### src/rtl/multicycle_control_unit.sv
// Multicycle control FSM for the RV subset R-type / LD / SD / BEQ.
// Outputs are decoded from state; only FETCH's IR/PC writes also depend on memReady.
module multicycle_control_unit #(
  parameter int unsigned COUNT_WIDTH = 32
) (
  input  logic                   clock,
  input  logic                   reset,
  input  logic                   run,
  input  logic [31:0]            instruction,
  input  logic                   memReady,
  output logic                   pcWrite,
  output logic                   pcWriteCond,
  output logic                   pcSource,
  output logic                   iOrD,
  output logic                   memRead,
  output logic                   memWrite,
  output logic                   irWrite,
  output logic                   regWrite,
  output logic                   memToReg,
  output logic                   aluSrcA,
  output logic [1:0]             aluSrcB,
  output logic [1:0]             aluOp,
  output logic [1:0]             immSel,
  output logic [3:0]             stateOut,
  output logic [COUNT_WIDTH-1:0] retiredCount,
  output logic                   illegal
);

  typedef enum logic [3:0] {
    IDLE      = 4'd0,
    FETCH     = 4'd1,
    DECODE    = 4'd2,
    MEM_ADDR  = 4'd3,
    MEM_READ  = 4'd4,
    LOAD_WB   = 4'd5,
    MEM_WRITE = 4'd6,
    EXEC_R    = 4'd7,
    R_WB      = 4'd8,
    BRANCH    = 4'd9,
    TRAP      = 4'd10
  } state_e;

  localparam logic [6:0] OP_LD = 7'b0000011;
  localparam logic [6:0] OP_SD = 7'b0100011;
  localparam logic [6:0] OP_BR = 7'b1100011;
  localparam logic [6:0] OP_R  = 7'b0110011;

  state_e                 state_q, state_d;
  logic [1:0]             imm_sel_q, imm_sel_d;
  logic [COUNT_WIDTH-1:0] retired_q, retired_d;
  logic                   illegal_q, illegal_d;
  logic                   retire;
  logic [6:0]             opcode;
  logic [2:0]             funct3;

  assign opcode = instruction[6:0];
  assign funct3 = instruction[14:12];

  always_ff @(posedge clock) begin
    if (reset) begin
      state_q   <= IDLE;
      imm_sel_q <= 2'b11;
      retired_q <= '0;
      illegal_q <= 1'b0;
    end else begin
      state_q   <= state_d;
      imm_sel_q <= imm_sel_d;
      retired_q <= retired_d;
      illegal_q <= illegal_d;
    end
  end

  always_comb begin
    state_d     = state_q;
    imm_sel_d   = imm_sel_q;
    retired_d   = retired_q;
    illegal_d   = illegal_q;
    retire      = 1'b0;
    pcWrite     = 1'b0;
    pcWriteCond = 1'b0;
    pcSource    = 1'b0;
    iOrD        = 1'b0;
    memRead     = 1'b0;
    memWrite    = 1'b0;
    irWrite     = 1'b0;
    regWrite    = 1'b0;
    memToReg    = 1'b0;
    aluSrcA     = 1'b0;
    aluSrcB     = 2'b00;
    aluOp       = 2'b00;
    case (state_q)
      IDLE: if (run) state_d = FETCH;
      FETCH: begin
        memRead = 1'b1;
        aluSrcB = 2'b01;
        if (memReady) begin
          irWrite = 1'b1;
          pcWrite = 1'b1;
          state_d = DECODE;
        end
      end
      DECODE: begin
        aluSrcB = 2'b11;
        if (opcode == OP_LD) begin
          imm_sel_d = 2'b00;
          state_d   = MEM_ADDR;
        end else if (opcode == OP_SD) begin
          imm_sel_d = 2'b01;
          state_d   = MEM_ADDR;
        end else if (opcode == OP_BR && funct3 == 3'b000) begin
          imm_sel_d = 2'b10;
          state_d   = BRANCH;
        end else if (opcode == OP_R) begin
          imm_sel_d = 2'b11;
          state_d   = EXEC_R;
        end else begin
          illegal_d = 1'b1;
          state_d   = TRAP;
        end
      end
      MEM_ADDR: begin
        aluSrcA = 1'b1;
        aluSrcB = 2'b10;
        state_d = (opcode == OP_LD) ? MEM_READ : MEM_WRITE;
      end
      MEM_READ: begin
        memRead = 1'b1;
        iOrD    = 1'b1;
        if (memReady) state_d = LOAD_WB;
      end
      LOAD_WB: begin
        regWrite = 1'b1;
        memToReg = 1'b1;
        retire   = 1'b1;
      end
      MEM_WRITE: begin
        memWrite = 1'b1;
        iOrD     = 1'b1;
        retire   = memReady;
      end
      EXEC_R: begin
        aluSrcA = 1'b1;
        aluOp   = 2'b10;
        state_d = R_WB;
      end
      R_WB: begin
        regWrite = 1'b1;
        retire   = 1'b1;
      end
      BRANCH: begin
        aluSrcA     = 1'b1;
        aluOp       = 2'b01;
        pcWriteCond = 1'b1;
        pcSource    = 1'b1;
        retire      = 1'b1;
      end
      TRAP: state_d = TRAP;
      default: state_d = IDLE;
    endcase
    // Every completing state shares the instruction-boundary run check.
    if (retire) begin
      retired_d = retired_q + {{(COUNT_WIDTH-1){1'b0}}, 1'b1};
      state_d   = run ? FETCH : IDLE;
    end
  end

  assign immSel       = imm_sel_q;
  assign stateOut     = state_q;
  assign retiredCount = retired_q;
  assign illegal      = illegal_q;

endmodule

### config.mk
export PLATFORM = sky130hd
export DESIGN_NAME = multicycle_control_unit
export DESIGN_NICKNAME = d
export VERILOG_FILES = /design/src/rtl/multicycle_control_unit.sv
export SDC_FILE = /design/constraint.sdc
export NUM_CORES = 1
export LEC_CHECK = 0
export ABC_AREA = 0
export CAP_MARGIN = 10
export CORE_UTILIZATION = 44
export CTS_CLUSTER_SIZE = 8
export DETAILED_ROUTE_END_ITERATION = 12
export PLACE_DENSITY_LB_ADDON = 0.15
export SETUP_SLACK_MARGIN = 0.02
export SKIP_CTS_REPAIR_TIMING = 1
export SYNTH_ARGS = -nofsm -noshare
export SYNTH_HDL_FRONTEND = slang
export SYNTH_SLANG_ARGS = --single-unit
### constraint.sdc
create_clock -name clock -period 2.1 [get_ports clock]
set_input_delay 0.21 -clock clock [delete_from_list [all_inputs] [get_ports clock]]
set_output_delay 0.21 -clock clock [all_outputs]
set_load 0.1 [all_outputs]
Ports around the boundary:
Drawn at 6 px/um. Pins as bars across the die edge, other pins in gray.
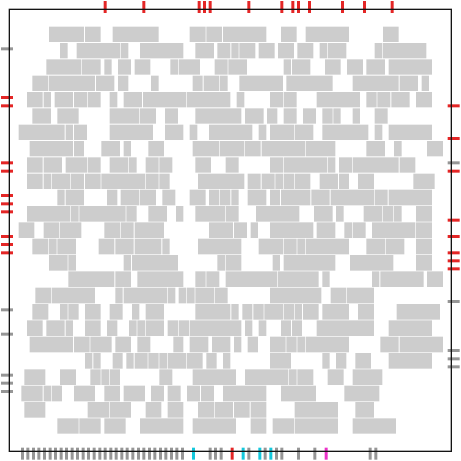
color	port	pins	direction	edge
cyan	`stateOut`	4	output	south
magenta	`pcWrite`	1	output	south
red	`retiredCount`	32	output	13 north, 10 west, 8 east, 1 south

Nets reached from selected ports:
Drawn at 4 px/um.
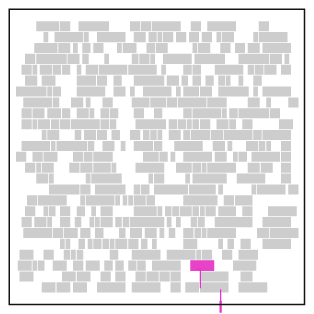
color	port	direction	edge	end cells	buffers	wire
magenta	`pcWrite`	output	south	1	1	8.90 um

==> results.yml <==
# implementation run metrics
setup_path:
  critPathBufInv: 1
  cp_top_family: "simple AND/OR/NAND/NOR gates"
  r2r_slack_ns: 0.19
  crit_fanout: 27
  critPathKind: "reg2reg"
die:
  num_rows: 25
  ioPinCount: 89
final_layout:
  diodes: 0
  clkCellAreaFrac: 0.0228
  seq_cells: 39
  final_core_util: 0.696
final_timing:
  period_minus_slack_ns: 1.91
logic_synthesis:
  synth_area_per_cell_um2: 8.10
  netlist_instances: 277
clocking:
  clock_latency_ns: 0.29
power_and_ir_drop:
  vdd_drop_max_v: 0.000413
  p_int_uw: 1160
  maxPowerGroup: "registers"
  seq_cell_power_uw: 769
placed_design:
  numPortBuffers: 66
outcome:
  run_status: "finished clean"
drt:
  first_iter_violations: 114
[routing by layer]
| metal | routed length [um] | global-route usage | share of wire | vias up |
|---|---|---|---|---|
| met1 | 2730 | 0.307 | 0.47 | 1050 |
| met3 | 241 | 0.0535 | 0.042 | 4 |
| met2 | 2730 | 0.360 | 0.48 | 58 |
| met5 | 0 | 0 | 0 | - |
| met4 | 42 | 0.0513 | 0.0073 | 0 |
| li1 | - | - | - | 1129 |
[final timing paths]
| kind | start | end | cells past startpoint |
|---|---|---|---|
| setup / recovery | stateOut[2]$_SDFFE_PP0P_ | retiredCount[31]$_SDFFE_PP0N_ | 6 |
| hold / removal | immSel[0]$_SDFFE_PP1P_ | immSel[0]$_SDFFE_PP1P_ | 1 |
| setup reg to reg | stateOut[2]$_SDFFE_PP0P_ | retiredCount[31]$_SDFFE_PP0N_ | 6 |
| hold reg to reg | immSel[0]$_SDFFE_PP1P_ | immSel[0]$_SDFFE_PP1P_ | 1 |
[cells in the mapped netlist (all sizes together), types with 3 or more instances]
cell,n
buf,7
and2,4
clkbuf,13
nor3b,4
inv,5
and4,5
a21oi,13
nand2,15
nand2b,7
xnor2,24
dfxtp,39
nand3,11
nand4,12
o21ai,3
nor2,46
mux2,4
nor2b,8
nor4,13
nor3,16
a31o,3
and3,3
[cells by family after synthesis]
family                     count (synthesis)  share of synthesized area
and+or+nand+nor                          148                      0.365
DFF                                       39                      0.348
AOI/OAI and AO/OA                         34                      0.109
xor gates and xnor gates                  25                     0.0975
buffers and inverters                     25                     0.0507
muxes                                      5                     0.0245
adders and majority gates                  1                    0.00557
[state kept, by name, indices dropped and copies added, names as in the netlist]
register and flops:
illegal 1, immSel 2, stateOut 4, retiredCount 32
